Fig. 1: run 1, where the registers sit
Bar = 20 µm.
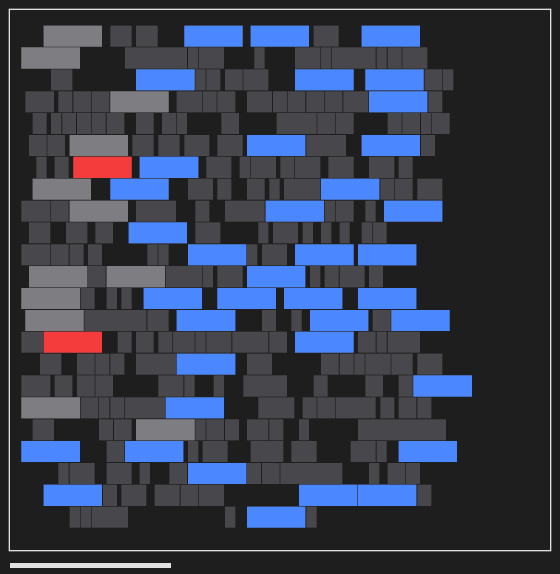
Fig. 2: run 1, gate families picked out
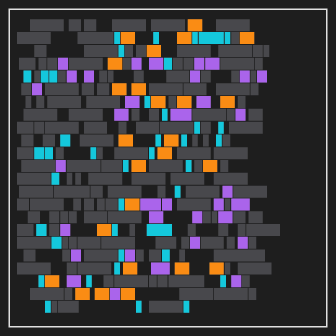
Fig. 3: run 1, a small window of the routed layout
Bar = 10 µm. Region (4, 4) to (29, 29) µm. Cells in gray, sequential cells in the stronger gray; small squares are vias.
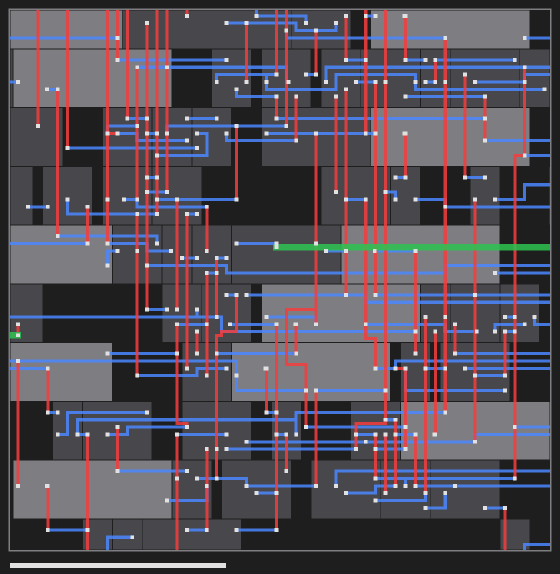
Fig. 4: run 1, wires at chosen ports, followed through buffers
Bar = 20 µm.
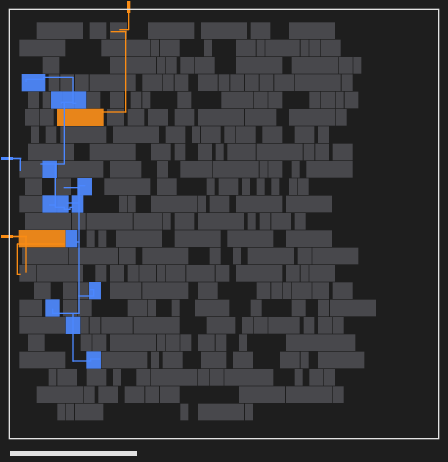
## src/rtl/debounce_pkg.sv

```systemverilog
// Shared definitions for the switch debouncer: per-channel FSM states and
// the helper that sizes the stability counter.
package debounce_pkg;

  typedef enum logic [1:0] {
    IDLE_LOW  = 2'd0,
    CHK_HIGH  = 2'd1,
    IDLE_HIGH = 2'd2,
    CHK_LOW   = 2'd3
  } db_state_t;

  // Bits needed to hold values 0..stable_cycles inclusive.
  function automatic int count_width(input int stable_cycles);
    return $clog2(stable_cycles + 1);
  endfunction

endpackage

```

## src/rtl/debounce_channel.sv

```systemverilog
// One debounced switch channel: two-flop synchronizer feeding a four-state
// accept/reject FSM with a stability counter. DB_out-style level plus
// single-cycle rise/fall pulses, all registered.
module debounce_channel
  import debounce_pkg::*;
#(
  parameter int STABLE_CYCLES = 500000
) (
  input  logic clk,
  input  logic reset,
  input  logic sw,
  output logic db,
  output logic rise,
  output logic fall
);

  localparam int CW = count_width(STABLE_CYCLES);
  localparam logic [CW-1:0] LAST = CW'(STABLE_CYCLES - 1);
  localparam logic [CW-1:0] ONE  = CW'(1);
  localparam logic [CW-1:0] ZERO = CW'(0);

  logic          sync1;
  logic          sync2;
  logic [CW-1:0] count;
  db_state_t     state;

  // Bring the asynchronous switch level into the clock domain.
  always_ff @(posedge clk) begin
    if (reset) begin
      sync1 <= 1'b0;
      sync2 <= 1'b0;
    end else begin
      sync1 <= sw;
      sync2 <= sync1;
    end
  end

  // Debounce FSM: a new level is accepted only after STABLE_CYCLES
  // consecutive matching synchronized samples; the count is cleared on any
  // mismatch, so it can never exceed LAST.
  always_ff @(posedge clk) begin
    if (reset) begin
      state <= IDLE_LOW;
      count <= ZERO;
      db    <= 1'b0;
      rise  <= 1'b0;
      fall  <= 1'b0;
    end else begin
      rise <= 1'b0;
      fall <= 1'b0;
      case (state)
        IDLE_LOW: begin
          if (sync2) begin
            state <= CHK_HIGH;
            count <= ONE;
          end else begin
            count <= ZERO;
          end
        end
        CHK_HIGH: begin
          if (!sync2) begin
            state <= IDLE_LOW;
            count <= ZERO;
          end else if (count == LAST) begin
            state <= IDLE_HIGH;
            count <= ZERO;
            db    <= 1'b1;
            rise  <= 1'b1;
          end else begin
            count <= count + ONE;
          end
        end
        IDLE_HIGH: begin
          if (!sync2) begin
            state <= CHK_LOW;
            count <= ONE;
          end else begin
            count <= ZERO;
          end
        end
        CHK_LOW: begin
          if (sync2) begin
            state <= IDLE_HIGH;
            count <= ZERO;
          end else if (count == LAST) begin
            state <= IDLE_LOW;
            count <= ZERO;
            db    <= 1'b0;
            fall  <= 1'b1;
          end else begin
            count <= count + ONE;
          end
        end
        default: begin
          state <= IDLE_LOW;
          count <= ZERO;
          db    <= 1'b0;
        end
      endcase
    end
  end

endmodule

```

## src/rtl/switch_debouncer.sv

```systemverilog
// Multi-channel switch debouncer: WIDTH independent debounce channels.
module switch_debouncer
  import debounce_pkg::*;
#(
  parameter int WIDTH         = 2,
  parameter int STABLE_CYCLES = 500000
) (
  input  logic             Clk,
  input  logic             Reset,
  input  logic [WIDTH-1:0] SW_in,
  output logic [WIDTH-1:0] DB_out,
  output logic [WIDTH-1:0] Rise,
  output logic [WIDTH-1:0] Fall
);

  for (genvar i = 0; i < WIDTH; i++) begin : g_chan
    debounce_channel #(
      .STABLE_CYCLES(STABLE_CYCLES)
    ) u_chan (
      .clk  (Clk),
      .reset(Reset),
      .sw   (SW_in[i]),
      .db   (DB_out[i]),
      .rise (Rise[i]),
      .fall (Fall[i])
    );
  end

endmodule
```

## config.mk

```make
export PLATFORM = sky130hd
export DESIGN_NAME = switch_debouncer
export DESIGN_NICKNAME = d
export VERILOG_FILES = /design/src/rtl/debounce_pkg.sv /design/src/rtl/debounce_channel.sv /design/src/rtl/switch_debouncer.sv
export SDC_FILE = /design/constraint.sdc
export NUM_CORES = 1
export LEC_CHECK = 0
export ABC_CLOCK_PERIOD_IN_PS = 2500
export CAP_MARGIN = 10
export CORE_UTILIZATION = 55
export DETAILED_ROUTE_END_ITERATION = 8
export HOLD_SLACK_MARGIN = 0.12
export PLACE_DENSITY = 0.77
export SETUP_SLACK_MARGIN = 0.2
export SLEW_MARGIN = 5
export SYNTH_ARGS = -nofsm -noshare
export SYNTH_HDL_FRONTEND = slang
export SYNTH_SLANG_ARGS = --single-unit
```

## constraint.sdc

```tcl
create_clock -name Clk -period 2.5 [get_ports Clk]
set_clock_uncertainty 0.2 [all_clocks]
set_input_delay 0.5 -clock Clk [delete_from_list [all_inputs] [get_ports Clk]]
set_output_delay 0.5 -clock Clk [all_outputs]
set_load 0.1 [all_outputs]
```

==> out/metrics.cfg, run 1 <==
[setup_path]
worst_ep_arrival_time_ps=2070
r2r_setup_slack_ps=400
path_class=reg -> reg
critical_path_buf_inv_count=0

[synthesis]
syn_area_per_cell_um2=9.270
edf_count=0
yosysCellCount=252
syn-num-nets=258

[pwr]
power_per_cell_area_nw_per_um2=596.8
max_vdd_drop_mv=0.5420
p_seq_share_pct=55.9
comb_power_share_pct=3.2

[drt]
postRouteAntennaNets=0
finalWirelength_um=3993
detail_route.drc_violations=0
via_density_per_instance=5.629

[global_routing]
grt_antenna_before_repair=0
global_route.usage.total_pct=19.45

[clock_tree]
cts_max_level=2
cts_inserted_buffers=5
cts_tree=built
clk_transition_reported_paths_ps=80
cts.sink_count=52
max-clock-path-buffers=2
ctsRootBufferMaster=clkbuf_8

[timing]
setup_viol_count_final=0
fin_crit_sh_pct=83.81
slew_headroom_pct=63.90
max_freq_ghz=0.4773
setup_slack_ps=404.7
timing_hold_violations_final=0

[placed_design]
dp_cells=299
portBuffers=9
dpl.hpwl_um=2859

[min_path]
timing.hold.worst.class=reg -> reg
min_path_cells=1

[die]
top_level_pins=10

[run_status]
result_of_the_run=finished clean

[final_layout]
area.growth.synth_to_final_pct=7.927
layout.cells.most_common=dfxtp_1

Back to the opening pictures, Fig. 1:
Key: blue = g_chan.u_chan.count [sequential cells 38]; red = g_chan.u_chan.sync2 [sequential cells 2]
Another 12 sequential cells are not colored.

Back to the opening pictures, Fig. 2:
Key: orange = xor and xnor cells [cells 25, most used xor2_1]; purple = and/or cells [cells 34, most used or3_1]; cyan = nor cells [cells 40, most used nor2_1]

Back to the opening pictures, Fig. 3:
Key: blue = M1; red = M2; green = M3
57 logic cells have their middle in the window. Sequential cells in the window: 11. Most frequent: dfxtp_1 (11), nor2_1 (8), xor2_1 (5). Netlist names of flops here include g_chan.u_chan.count (7).

Back to the opening pictures, Fig. 4:
Key: blue = Reset [bits 1, direction input, edge left, end cells 14, buffers 2, wire 88.3 µm]; orange = Fall [bits 2, direction output, edge 1 left, 1 top, end cells 2, buffers 2, wire 43.1 µm]

run 1: metal layers:
layer	part of all wire [%]	track usage, %	routed length (µm)	up-vias
li1	-	-	-	883
met1	49	24.32	1948	809
met2	47	33.00	1860	29
met3	3.2	4.223	128	7
met4	1.4	6.383	55	0
met5	0	0	0	-
run 1: flip-flops by register name, summed over array words and instances, names as in the netlist, named ones only:
| register | count |
|---|---|
| g_chan.u_chan.db | 2 |
| g_chan.u_chan.fall | 2 |
| g_chan.u_chan.count | 38 |
| g_chan.u_chan.sync2 | 2 |
| g_chan.u_chan.rise | 2 |
| g_chan.u_chan.state | 2 |
| g_chan.u_chan.sync1 | 2 |
run 1: kinds of logic (layout without fill, tap and decap cells):
group	count (synthesis)	in the layout	share of synthesized area, %
flip-flops	52	52	44.56
buffers and inverters	25	30	6.159
adder cells (fa/ha/maj)	2	2	1.071
AND-OR/OR-AND	36	36	10.02
XOR/XNOR	25	25	9.373
AND/OR/NAND/NOR	112	112	28.82
run 1: final cells by class:
| cell class | count | area (µm²) |
|---|---|---|
| clock buffer | 7 | 96.34 |
| clock inverter | 1 | 30.03 |
| fill | 330 | 1508 |
| inverter | 11 | 41.29 |
| multi-input combinational | 175 | 1160 |
| sequential | 52 | 1041 |
| tap | 50 | 62.56 |
| timing repair buffer | 11 | 90.09 |
run 1: synthesized netlist by cell type, types with 5 or more instances:
master	n
and4_1	8
xnor2_1	6
xor2_1	19
buf_4	9
or3_1	9
nand4_1	11
and3_1	6
a21oi_1	11
dfxtp_1	52
nor2_1	27
inv_1	11
o21ai_0	12
nor3_1	7
and2_1	5
nand2_1	6
nand3_1	14
nand2b_1	5
run 1: timing repair:
action,in CTS,in global routing
hold buffers,0,0
hold endpoints to repair,0,0
setup endpoints to repair,0,2
gates resized,0,1
Fig. 5: run 1, routing congestion map
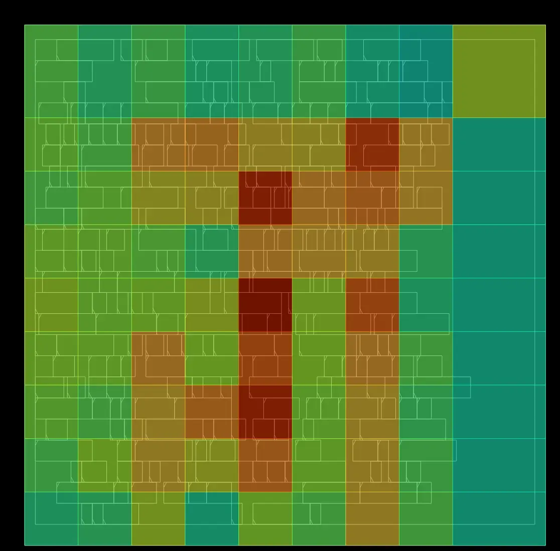

==> run 2: changes to the inputs <==
--- a/config.mk
+++ b/config.mk
@@ -5,12 +5,12 @@
 export SDC_FILE = /design/constraint.sdc
 export NUM_CORES = 1
 export LEC_CHECK = 0
-export ABC_CLOCK_PERIOD_IN_PS = 2500
+export ABC_CLOCK_PERIOD_IN_PS = 1800
 export CAP_MARGIN = 10
-export CORE_UTILIZATION = 55
+export CORE_UTILIZATION = 53
 export DETAILED_ROUTE_END_ITERATION = 8
 export HOLD_SLACK_MARGIN = 0.12
-export PLACE_DENSITY = 0.77
+export PLACE_DENSITY = 0.78
 export SETUP_SLACK_MARGIN = 0.2
 export SLEW_MARGIN = 5
 export SYNTH_ARGS = -nofsm -noshare
==> constraint.sdc (replaced) <==
create_clock -name Clk -period 1.8 [get_ports Clk]
set_clock_uncertainty 0.2 [all_clocks]
set_input_delay 0.36 -clock Clk [delete_from_list [all_inputs] [get_ports Clk]]
set_output_delay 0.36 -clock Clk [all_outputs]
set_load 0.1 [all_outputs]
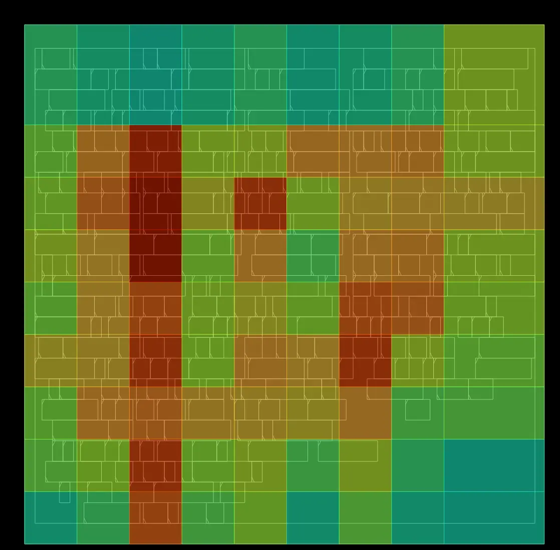
Fig. 6. Routing congestion map (run 2).
final core utilization: 73.09%
most used routing layer in global routing: met2
met1 Resource Use GR: 25.13%

==> out/metrics.cfg, run 2 <==
[final_layout]
num-multi-input-gates=175
filler_cell_count=289
mi_logic_area_um2=1284
final.signal_buffer_count=46
clock_area_share_pct=2.953
dominant-cell-class=multi-input combinational cells
combAreaFraction_pct=42.68
area.growth.synth_to_final_pct=28.76
non_clock_buffer_area_share_pct=15.18

[timing]
setup_viol_count_final=0
slew_headroom_pct=80.77
fin_crit_sh_pct=93.11
max_freq_ghz=0.5967
timing_hold_violations_final=0

[clock_tree]
cts_tree=built
hold_buffers=0
ctsRootBufferMaster=clkbuf_8
clk_transition_reported_paths_ps=100
cts_inserted_buffers=5
cts_max_level=2

[global_routing]
global_route.usage.total_pct=23.08
grt_antenna_before_repair=0

[pwr]
max_vdd_drop_mv=0.5011
power_per_cell_area_nw_per_um2=632.7

[die]
tapCellCount=50
top_level_pins=10

[synthesis]
synthTopCellsByCount=dfxtp_1 (52), nor2_1 (27), xor2_1 (19)
edf_count=0
syn_area_per_cell_um2=9.270

[placed_design]
dp_cells=320

[drt]
postRouteAntennaNets=0
top_layer_used_by_detailed_routing=met4
dr_wl_met3_um=109
wl_met2_um=2558

[run_status]
result_of_the_run=finished clean

[setup_path]
critical_path_buf_inv_count=0
path_class=reg -> reg

## run 2: netlist changes by cell type in the layout (fill, tap and decap cells not counted), sizes merged
cell,previous run,this run
clkbuf,7,6
buf,8,43
clkinv,0,1
bufinv,1,0
clkinvlp,0,1
## run 2: power by group through the flow
stage          clock [mW]  combinational, mW  sequential (mW)
3_5_place_dp            0             0.0839             1.20
3_3_place_gp            0             0.0824             1.20
5_1_grt             0.716             0.0925             1.17
6_report            0.650             0.0873             1.17
2_1_floorplan           0             0.0557             1.19
4_1_cts             0.679             0.0856             1.17
## run 2: logic make-up after synthesis
kind of cell,synth area share [%]
xor+xnor,9.373
buf+inv,6.159
flops,44.56
fa+ha+maj,1.071
compound gates,10.02
simple gates,28.82
## run 2: stage by stage
stage	hold slack [ps]	setup slack (ps)	power [mW]
after CTS	250.2	113.0	1.932
after floorplan	213.8	88.00	1.249
after global routing	265.8	57.55	1.976
after global placement	220.0	75.57	1.280
final	246.7	124.0	1.903
after detailed placement	229.1	29.00	1.282
## run 2: final timing paths
path              cells past startpoint                                  start  slack (ps)                                    end
setup / recovery                      4  g_chan[0].u_chan.count[15]$_SDFF_PP0_         120  g_chan[0].u_chan.count[18]$_SDFF_PP0_
hold / removal                        1      g_chan[1].u_chan.sync1$_SDFF_PP0_         250      g_chan[1].u_chan.sync2$_SDFF_PP0_
setup reg to reg                      4  g_chan[0].u_chan.count[15]$_SDFF_PP0_         120  g_chan[0].u_chan.count[18]$_SDFF_PP0_
hold reg to reg                       1      g_chan[1].u_chan.sync1$_SDFF_PP0_         250      g_chan[1].u_chan.sync2$_SDFF_PP0_
## run 2: metal layers
layer  global-route usage (%)  vias up
met5                        0        -
met1                    25.13      873
met3                    5.000        9
met2                    42.03       24
met4                    10.68        0
li1                         -      957
Power is estimated from default activity; no workload was simulated.
